===== src/rtl/ifetch_unit_if.sv =====
// Fetch-stage bus: redirect inputs, I-cache request/response and the IF/ID packet.
// master = the fetch unit itself (drives cache address and packet); slave = its environment.
package ifetch_pkg;
    localparam int XLEN = 32;
    localparam logic [31:0] NOP = 32'h0000_0013;

    typedef struct packed {
        logic [31:0]     inst;
        logic [XLEN-1:0] pc;
        logic [XLEN-1:0] npc;
        logic            valid;
    } if_id_packet_t;
endpackage

interface ifetch_unit_if;
    import ifetch_pkg::*;

    logic            if_valid;
    logic [XLEN-1:0] certain_branch_pc;
    logic            certain_branch_req;
    logic [XLEN-1:0] branch_pred_pc;
    logic            branch_pred_req;
    logic [63:0]     Icache2proc_data;
    logic            Icache2proc_data_valid;
    if_id_packet_t   if_packet;
    logic [XLEN-1:0] proc2Icache_addr;

    modport master (
        input  if_valid, certain_branch_pc, certain_branch_req,
               branch_pred_pc, branch_pred_req,
               Icache2proc_data, Icache2proc_data_valid,
        output if_packet, proc2Icache_addr
    );

    modport slave (
        output if_valid, certain_branch_pc, certain_branch_req,
               branch_pred_pc, branch_pred_req,
               Icache2proc_data, Icache2proc_data_valid,
        input  if_packet, proc2Icache_addr
    );
endinterface


===== src/rtl/ifetch_unit.sv =====
// Instruction fetch: PC register, redirect mux (EX branch > prediction > sequential), word slice.
// Latency: address and packet are combinational from fetch_pc; one instruction per cycle on hit.
// Backpressure: if_valid=0 or a cache miss holds the PC (redirects captured). IFETCH_MISALIGN_CHECK_EN adds fetch_misaligned.
module ifetch_unit
    import ifetch_pkg::*;
(
    input  logic          clock,
    input  logic          reset,
    ifetch_unit_if.master bus
`ifdef IFETCH_MISALIGN_CHECK_EN
    ,
    output logic          fetch_misaligned
`endif
);

    logic [XLEN-1:0] pc_reg;
    logic [XLEN-1:0] fetch_pc;
    logic [XLEN-1:0] seq_pc;
    logic [31:0]     sel_word;
    logic            pkt_valid;

    always_comb begin
        fetch_pc = pc_reg;
        if (bus.certain_branch_req) begin
            fetch_pc = bus.certain_branch_pc;
        end else if (bus.branch_pred_req) begin
            fetch_pc = bus.branch_pred_pc;
        end
    end

    assign seq_pc   = fetch_pc + XLEN'(4);
    assign sel_word = fetch_pc[2] ? bus.Icache2proc_data[63:32] : bus.Icache2proc_data[31:0];

`ifdef IFETCH_MISALIGN_CHECK_EN
    assign fetch_misaligned = (fetch_pc[1:0] != 2'b00);
    // A misaligned fetch never issues; the PC parks until a redirect replaces it.
    assign pkt_valid = bus.if_valid & bus.Icache2proc_data_valid & ~reset & ~fetch_misaligned;
`else
    assign pkt_valid = bus.if_valid & bus.Icache2proc_data_valid & ~reset;
`endif

    assign bus.proc2Icache_addr = fetch_pc;

    always_comb begin
        bus.if_packet       = '0;
        bus.if_packet.inst  = pkt_valid ? sel_word : NOP;
        bus.if_packet.pc    = fetch_pc;
        bus.if_packet.npc   = seq_pc;
        bus.if_packet.valid = pkt_valid;
    end

    // Holding fetch_pc (not pc_reg) on a stall latches any redirect seen that cycle.
    always_ff @(posedge clock) begin
        if (reset) begin
            pc_reg <= '0;
        end else if (pkt_valid) begin
            pc_reg <= seq_pc;
        end else begin
            pc_reg <= fetch_pc;
        end
    end

endmodule


===== src/flat_wrapper.sv =====
// flat-port wrapper written by rule: the top's interface ports become plain ports
module ifetch_unit_flat import ifetch_pkg::*;
  (clock, reset, bus_if_valid, bus_certain_branch_pc, bus_certain_branch_req, bus_branch_pred_pc, bus_branch_pred_req, bus_Icache2proc_data, bus_Icache2proc_data_valid, bus_if_packet, bus_proc2Icache_addr);
  ifetch_unit_if bus_i ();
  input  logic clock;
  input  logic reset;
  input wire logic [$bits(bus_i.if_valid)-1:0] bus_if_valid;
  input wire logic [$bits(bus_i.certain_branch_pc)-1:0] bus_certain_branch_pc;
  input wire logic [$bits(bus_i.certain_branch_req)-1:0] bus_certain_branch_req;
  input wire logic [$bits(bus_i.branch_pred_pc)-1:0] bus_branch_pred_pc;
  input wire logic [$bits(bus_i.branch_pred_req)-1:0] bus_branch_pred_req;
  input wire logic [$bits(bus_i.Icache2proc_data)-1:0] bus_Icache2proc_data;
  input wire logic [$bits(bus_i.Icache2proc_data_valid)-1:0] bus_Icache2proc_data_valid;
  output wire logic [$bits(bus_i.if_packet)-1:0] bus_if_packet;
  output wire logic [$bits(bus_i.proc2Icache_addr)-1:0] bus_proc2Icache_addr;
  assign bus_i.if_valid = bus_if_valid;
  assign bus_i.certain_branch_pc = bus_certain_branch_pc;
  assign bus_i.certain_branch_req = bus_certain_branch_req;
  assign bus_i.branch_pred_pc = bus_branch_pred_pc;
  assign bus_i.branch_pred_req = bus_branch_pred_req;
  assign bus_i.Icache2proc_data = bus_Icache2proc_data;
  assign bus_i.Icache2proc_data_valid = bus_Icache2proc_data_valid;
  assign bus_if_packet = bus_i.if_packet;
  assign bus_proc2Icache_addr = bus_i.proc2Icache_addr;
  ifetch_unit u_core (.clock(clock), .reset(reset), .bus(bus_i));
endmodule

===== config.mk =====
export PLATFORM = sky130hd
export DESIGN_NAME = ifetch_unit_flat
export DESIGN_NICKNAME = d
export VERILOG_FILES = /design/src/rtl/ifetch_unit_if.sv /design/src/rtl/ifetch_unit.sv /design/src/flat_wrapper.sv
export SDC_FILE = /design/constraint.sdc
export NUM_CORES = 1
export LEC_CHECK = 0
export ABC_AREA = 1
export CORE_MARGIN = 2
export CORE_UTILIZATION = 30
export CTS_BUF_LIST = sky130_fd_sc_hd__clkbuf_16
export CTS_CLUSTER_DIAMETER = 100
export DETAILED_ROUTE_END_ITERATION = 16
export PLACE_DENSITY_LB_ADDON = 0.25
export SYNTH_ARGS = -nofsm -noshare
export SYNTH_HDL_FRONTEND = slang
export SYNTH_SLANG_ARGS = --single-unit

===== constraint.sdc =====
create_clock -name clock -period 8.3 [get_ports clock]
set_input_delay 2.49 -clock clock [delete_from_list [all_inputs] [get_ports clock]]
set_output_delay 2.49 -clock clock [all_outputs]
set_load 0.005 [all_outputs]

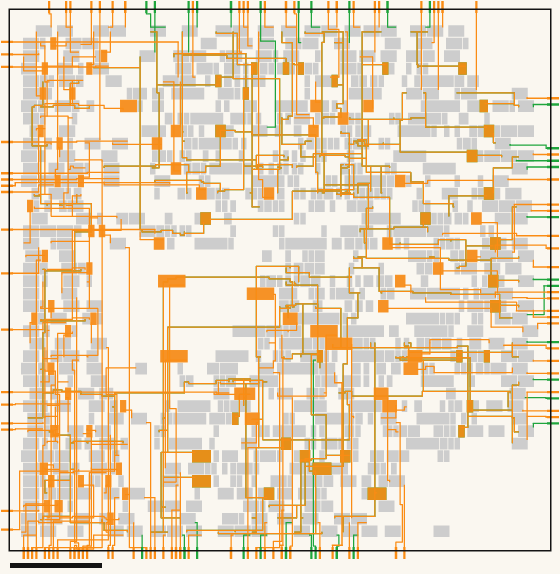
run_1/port_trees.png
Bar = 20 um.
legend:
  green:
    port: `bus_proc2Icache_addr`
    bits: 32
    direction: output
    end_cells: 32
    wire: 2620 um
  orange:
    port: `bus_if_packet`
    bits: 97
    direction: output
    end_cells: 95
    wire: 5360 um
Top Ports: 263
PortBufs: 262

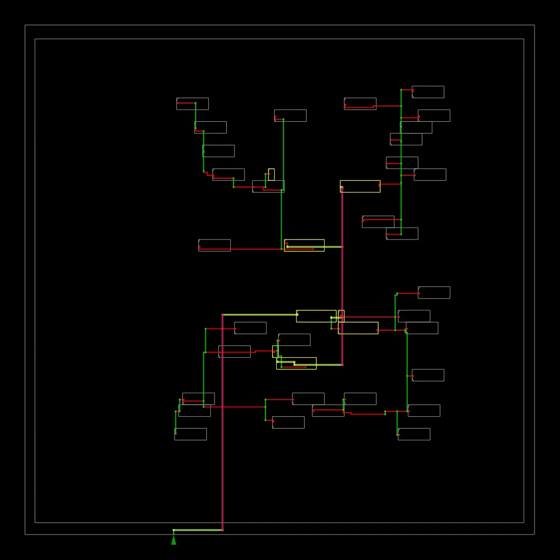
run_1/clock_nets.png
clk sinks: 32
Clk power: 174 uW
clock skew: 0.00445 ns
Late-Pin Clk Latency: 0.28 ns

==> qor.txt, run 1 <==
core area -> 12600 um2
Worst setup EP type -> output port
hold_sp -> u_core.pc_reg[9]
final hold slack -> 0.622 ns
Hold Path End -> u_core.pc_reg[9]
CP max stage cell -> clkdlybuf4s50_1
delay-heaviest family, CP -> buffers and inverters
area delta synth->final -> 68.4%
P_int -> 453 uW
NonClk Buf Share -> 41.8%
largest net degree at the start of global routing -> 40
final hold violation count -> 0
Worst path max stage delay -> 0.53 ns
pre-CTS setup slack -> 0.591 ns
via count -> 4804
initial antenna violation count -> 0
Routed WL per cell -> 13.7 um
status -> completed
Inverters, non-clock -> 61
Nets -> 1047
clock-pin slew on the worst setup and hold paths -> 0.05 ns
die area -> 13800 um2
Critical R2R Capture -> u_core.pc_reg[15]
H-Tree Depth -> 2
Synth Seq Share -> 16.6%
Chip Width -> 117 um
Netlist Area Pre-Place -> 3860 um2
layout cells sized above 1 -> 10.2%
Final WS setup -> 0.604 ns
DR iter-0 viols -> 232
Net Count, Synth -> 829
GRT Residual Overflow -> 0
vias in the first global route -> 4732
first-pass GRT wire length -> 24200 um
Logic pwr share -> 48.4%
Worst EP arrival -> 5.21 ns
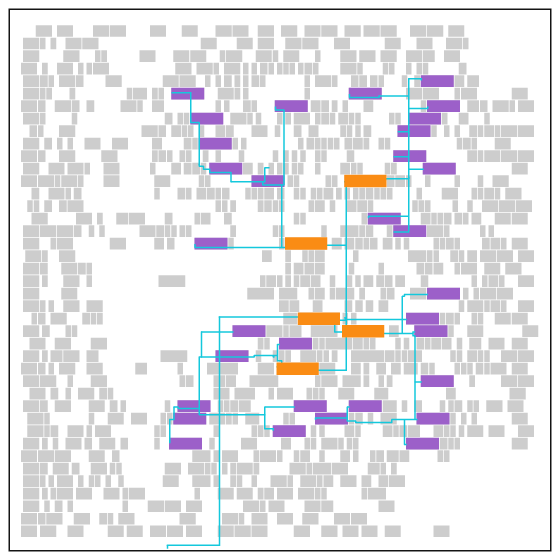
run_1/clock_wires.png
legend:
  orange:
    item: clock-net drivers
    count: 5
  purple:
    item: flip-flops
    count: 32
  cyan:
    item: clock wires
    length: 534 um
routed clock nets: 6
Clk network pwr share: 26.1%

-- run 1: tightest hold or removal path: stages, from the launching register on --
cell and delay (ns):
dfxtp_1 0.30, nand2_2 0.07, nand3_1 0.06, nand2_1 0.08, o21ai_1 0.07
-- run 1: cell usage after synthesis (2+ instances only) --
library cell	n	share of area, %
xor2_1	6	1.4
xnor2_2	4	1.7
or2_2	8	1.3
o21ai_0	40	5.2
nor2_2	12	1.9
nand2_4	4	1.2
nand3_2	2	0.52
buf_4	41	8.0
buf_2	7	0.91
and2_1	18	2.9
clkbuf_1	11	1.1
inv_2	2	0.19
inv_1	58	5.6
nand4_1	2	0.32
nor2_1	86	8.4
nand3_1	50	6.5
nor2_4	6	1.7
nand2_1	251	24
buf_6	5	1.5
o21ai_1	8	1.0
o211ai_1	2	0.39
nand2_2	31	5.0
dfxtp_1	32	17
-- run 1: cell families after synthesis --
family / after synthesis / share of synthesized area [%]
XOR/XNOR: 11 / 3.47
flip-flops: 32 / 16.6
adder cells (fa/ha/maj): 1 / 0.324
AND/OR/NAND/NOR: 473 / 55.3
AND-OR/OR-AND: 52 / 6.93
buffers and inverters: 125 / 17.4
-- run 1: metrics by stage --
step / instances / cell area (um2)
final: 1085 / 6500
after global routing: 1085 / 6500
after CTS: 1085 / 6500
after detailed placement: 1077 / 6360
after global placement: 1077 / 6360
after floorplan: 694 / 3860
-- run 1: layer usage --
layer	share of wire [%]	wire length [um]	track usage (%)
met2	50	7470	39.5
met1	41	6070	24.7
met3	8.1	1210	5.96
met5	0	0	0
met4	1.1	166	4.22
run_1/class_map.png
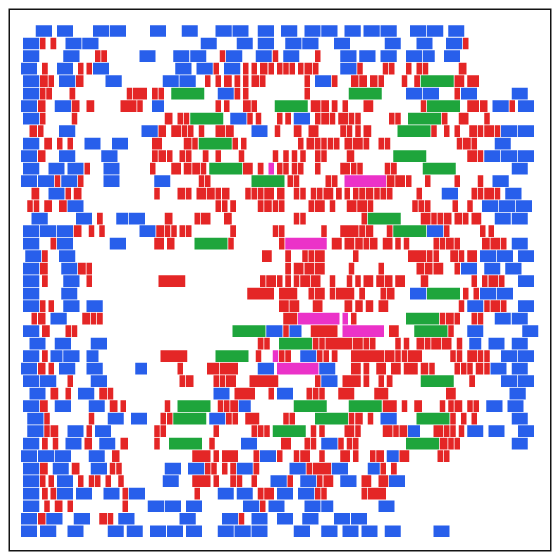

==> inputs of run 2 (changes only) <==
CELL_PAD_IN_SITES_DETAIL_PLACEMENT = 1   (was default)
CELL_PAD_IN_SITES_GLOBAL_PLACEMENT = 1   (was default)
CORE_UTILIZATION = 24   (was 30)
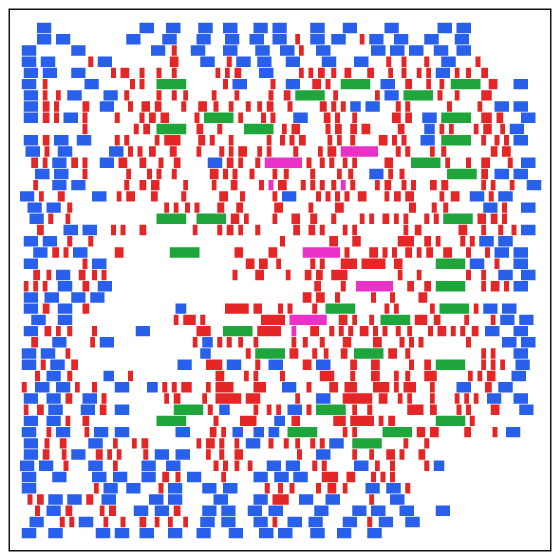
run_2/class_map.png
legend:
  magenta:
    class: clock drivers and dummy loads
    cells: 8
    share_of_their_area: 2.2%
  red:
    class: remaining logic cells
    cells: 598
    share_of_their_area: 44%
  green:
    class: registers
    cells: 32
    share_of_their_area: 10%
  blue:
    class: remaining buffers and delay cells
    cells: 275
    share_of_their_area: 43%
Layout Utilization: 41.4%
flop share of the area: 9.77%
core area: 15800 um2

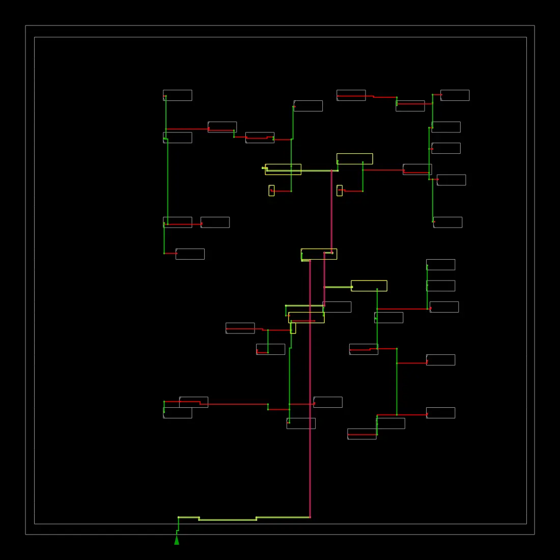
run_2/clock_nets.png
clock buffer count: 5
CTS Buf Count: 5
clock skew: 0.00380 ns

==> run 2 against run 1 <==
  * Maximum frequency decreased by 3.1%
  * Area after synthesis unchanged
  * Critical path depth increased by 2
  * Via count increased by 3.2%
  * Worst hold slack improved by 0.0034 ns
  * Combinational power increased by 3%
  * Non-clock buffer count unchanged
  * Critical endpoint is now bus_if_packet[32]
==> qor.txt, run 2 <==
Netlist Area Pre-Place -> 3860 um2 (unchanged)
PortBufs -> 262 (unchanged)
die area -> 17100 um2 (+24%)
and+or+nand+nor area frac -> 55.3% (unchanged)
Worst setup EP type -> output port
top cells by count -> nand2_1 (251), nor2_1 (86), inv_1 (58), nand3_1 (50), buf_4 (41)
AO/OA Area Share -> 6.93% (unchanged)
status -> completed
first-pass GRT wire length -> 26600 um (+9.9%)
CP max stage cell -> clkdlybuf4s50_1
layout cells sized above 1 -> 10.2% (unchanged)
Routed WL per cell -> 15.3 um (+11%)
vias in the first global route -> 5065 (+7.0%)
Critical R2R Capture -> u_core.pc_reg[16]
mux share -> 0% (unchanged)
hold_sp -> u_core.pc_reg[9]
top cells, area -> nand2_1 (24%), dfxtp_1 (17%), nor2_1 (8.4%), buf_4 (8.0%), nand3_1 (6.5%)
Chip Width -> 131 um (+11%)
clock-pin slew on the worst setup and hold paths -> 0.05 ns (about the same)
DR iter-0 viols -> 205 (-12%)
comb area leader -> simple AND/OR/NAND/NOR gates
H-Tree Depth -> 2 (unchanged)
largest net degree at the start of global routing -> 48 (+20%)
Hold Path End -> u_core.pc_reg[9]
area leader, netlist -> nand2_1
Worst EP arrival -> 5.45 ns (+0.24 ns)
GRT Residual Overflow -> 0 (unchanged)
placed cells -> 1121 (+4.1%)
final hold violation count -> 0 (unchanged)
-- run 2: cell counts after synthesis --
Identical to the previous run, type by type.
-- run 2: where the power goes --
part / switching (mW) / internal (mW)
combinational: 0.152 / 0.179
sequential: 0.00317 / 0.167
clock: 0.0689 / 0.108
total: 0.224 / 0.454
-- run 2: cells by family (layout without fill, tap and decap cells) --
group                      after synthesis  after routing
buffers and inverters                  125            344
AOI/OAI and AO/OA                       52             52
xor gates and xnor gates                11             11
DFF                                     32             32
adders and majority gates                1              1
and+or+nand+nor                        473            473
-- run 2: routing by layer --
layer  part of all wire, %  track usage, %  routed length, um
met5                     0               0                  0
met4                  0.82            3.25                141
met3                   6.6            4.48               1130
met2                    51            37.3               8740
met1                    42            23.6               7220
-- run 2: critical path, delay by kind of cell --
family,cells,cell delay (ns)
buffers and inverters,4,1.69
AND/OR/NAND/NOR,11,1.26
-- run 2: per-stage QoR --
step | hold slack (ns) | utilization (%) | worst slack [ns] | total power, mW | instance area, um2
finish | 0.626 | 41.4 | 0.360 | 0.678 | 6560
global route | 0.666 | 41.4 | 0.0637 | 0.726 | 6560
CTS | 0.632 | 41.4 | 0.298 | 0.690 | 6560
detailed placement | 0.621 | 40.6 | 0.307 | 0.509 | 6420
global placement | 0.616 | 40.6 | 0.330 | 0.506 | 6420
floorplan | 0.577 | - | 1.45 | 0.327 | 3860
-- run 2: layout make-up --
type / instances / share of cell area (%)
multi-input cells: 537 / 39.0
repair buffers: 275 / 41.5
flip-flops and latches: 32 / 9.77
inverters: 61 / 3.53
clock inverters: 3 / 0.172
clock buffers: 5 / 1.91
well taps: 216 / 4.12
==> inputs of run 3 (changes only) <==
SKIP_LAST_GASP = 1   (was default)
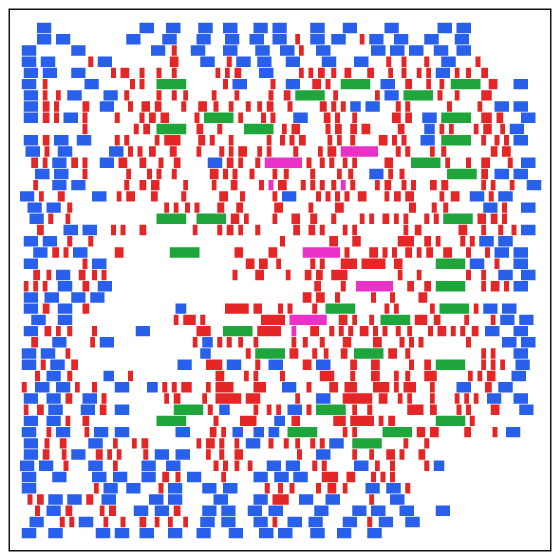
run_3/class_map.png
legend:
  green:
    class: registers
    cells: 32
    share_of_their_area: 10%
  blue:
    class: remaining buffers and delay cells
    cells: 275
    share_of_their_area: 43%
  red:
    class: remaining logic cells
    cells: 598
    share_of_their_area: 44%
  magenta:
    class: clock drivers and dummy loads
    cells: 8
    share_of_their_area: 2.2%
post-route cell area: 6560 um2
row count: 46

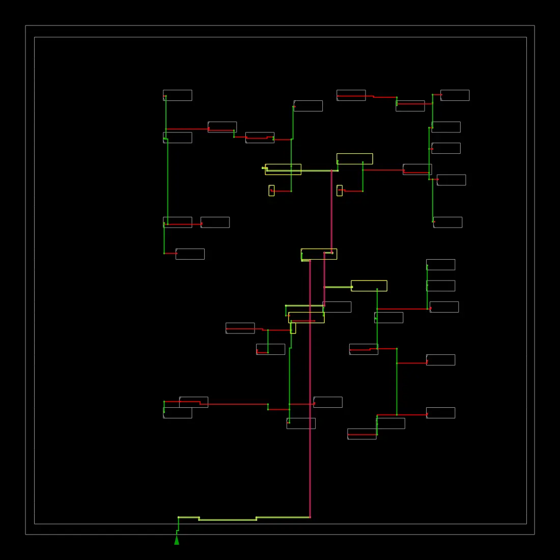
run_3/clock_nets.png
flop count: 32
Clk power: 177 uW

==> run 3 against run 2 <==
  * Utilization stayed put
  * Worst hold slack stayed put
  * Setup slack unchanged
  * Largest cell class unchanged
  * Critical endpoint unchanged
  * Highest routed layer unchanged
  * Final cell count unchanged
  * Register-to-register slack about the same
==> qor.txt, run 3 <==
metal2 WL -> 8740 um (unchanged)
area leader, netlist -> nand2_1
met2 usage -> 37.3% (unchanged)
total power -> 678 uW (unchanged)
CTS Buf Count -> 5 (unchanged)
Detail Route met3 WL -> 1130 um (unchanged)
GRT Residual Overflow -> 0 (unchanged)
M1 GR Usage -> 23.6% (unchanged)
Netlist Area Pre-Place -> 3860 um2 (unchanged)
tool warnings -> 26
top cells, area -> nand2_1 (24%), dfxtp_1 (17%), nor2_1 (8.4%), buf_4 (8.0%), nand3_1 (6.5%)
via count -> 4956
Logic pwr share -> 48.9% (about the same)
die area -> 17100 um2 (unchanged)
DR iter-0 viols -> 205 (unchanged)
status -> completed
post-route insts no fill -> 1129
minimum clock period -> 7.94 ns
Chip Width -> 131 um (unchanged)
final hold violation count -> 0 (unchanged)
M1 WL -> 7220 um (unchanged)
Worst EP arrival -> 5.45 ns (about the same)
final hold slack -> 0.626 ns (unchanged)
placed cells -> 1121 (unchanged)
clock skew -> 0.00380 ns (unchanged)
Psw -> 224 uW (unchanged)
core area -> 15800 um2 (unchanged)
Routed WL per cell -> 15.3 um (unchanged)
top cells by count -> nand2_1 (251), nor2_1 (86), inv_1 (58), nand3_1 (50), buf_4 (41)
Layout Utilization -> 41.4% (unchanged)
hold_sp -> u_core.pc_reg[9]
PortBufs -> 262 (unchanged)
clock-pin slew on the worst setup and hold paths -> 0.05 ns (about the same)
layout cells sized above 1 -> 10.2% (unchanged)
GR peak layer -> met2
drt total wl -> 17200 um
P_int -> 454 uW (unchanged)
Worst setup EP type -> output port
H-Tree Depth -> 2 (unchanged)
largest net degree at the start of global routing -> 48 (unchanged)
# Cells Yosys -> 694
first-pass GRT wire length -> 26600 um (unchanged)
vias in the first global route -> 5065 (unchanged)
pre-CTS setup slack -> 0.307 ns (unchanged)
Clk network pwr share -> 26.1% (about the same)
placed cell areas -> 6420 um2 (unchanged)
sequential share of power -> 25.0% (about the same)
Final Max Slew Viols -> 0
highest metal used -> met4
run 3: cell counts after synthesis:
Identical to the previous run, type by type.
run 3: cell families (layout without fill, tap and decap cells):
| family | after synthesis | count (layout) | share of synthesized area [%] |
|---|---|---|---|
| AND/OR/NAND/NOR | 473 | 473 | 55.3 |
| buffers and inverters | 125 | 344 | 17.4 |
| AND-OR/OR-AND | 52 | 52 | 6.93 |
| flip-flops | 32 | 32 | 16.6 |
| XOR/XNOR | 11 | 11 | 3.47 |
| adder cells (fa/ha/maj) | 1 | 1 | 0.324 |
run 3: power by group through the flow:
stage	sequential, mW	combinational [mW]	clock, mW
floorplan	0.172	0.154	0
global placement	0.173	0.333	0
detailed placement	0.173	0.336	0
CTS	0.170	0.338	0.182
global route	0.171	0.365	0.191
finish	0.170	0.332	0.177
run 3: final timing paths:
check | end | slack, ns
worst min register to register | u_core.pc_reg[9] | 0.63
worst min-delay path | u_core.pc_reg[9] | 0.63
worst max-delay path | bus_if_packet[32] | 0.36
worst max register to register | u_core.pc_reg[16] | 6.53
run 3: worst max-delay path: stages:
cell	delay (ns)
clkdlybuf4s50_1	0.63
inv_4	0.27
buf_4	0.29
nand2_1	0.10
nand2_1	0.07
nand2_1	0.04
nand2_1	0.23
nand2_1	0.08
nor2_1	0.18
nand2_1	0.11
nor2_1	0.17
nand2_1	0.08
nand2_1	0.08
and2_1	0.12
clkdlybuf4s50_1	0.50
run 3: layout make-up:
| cell class | count | area share, % |
|---|---|---|
| Tap cell | 216 | 4.12 |
| Inverter | 61 | 3.53 |
| Timing Repair Buffer | 275 | 41.5 |
| Clock inverter | 3 | 0.172 |
| Clock buffer | 5 | 1.91 |
| Multi-Input combinational cell | 537 | 39.0 |
| Sequential cell | 32 | 9.77 |
Power figures rest on the tool's default switching activity, not on a simulated workload.
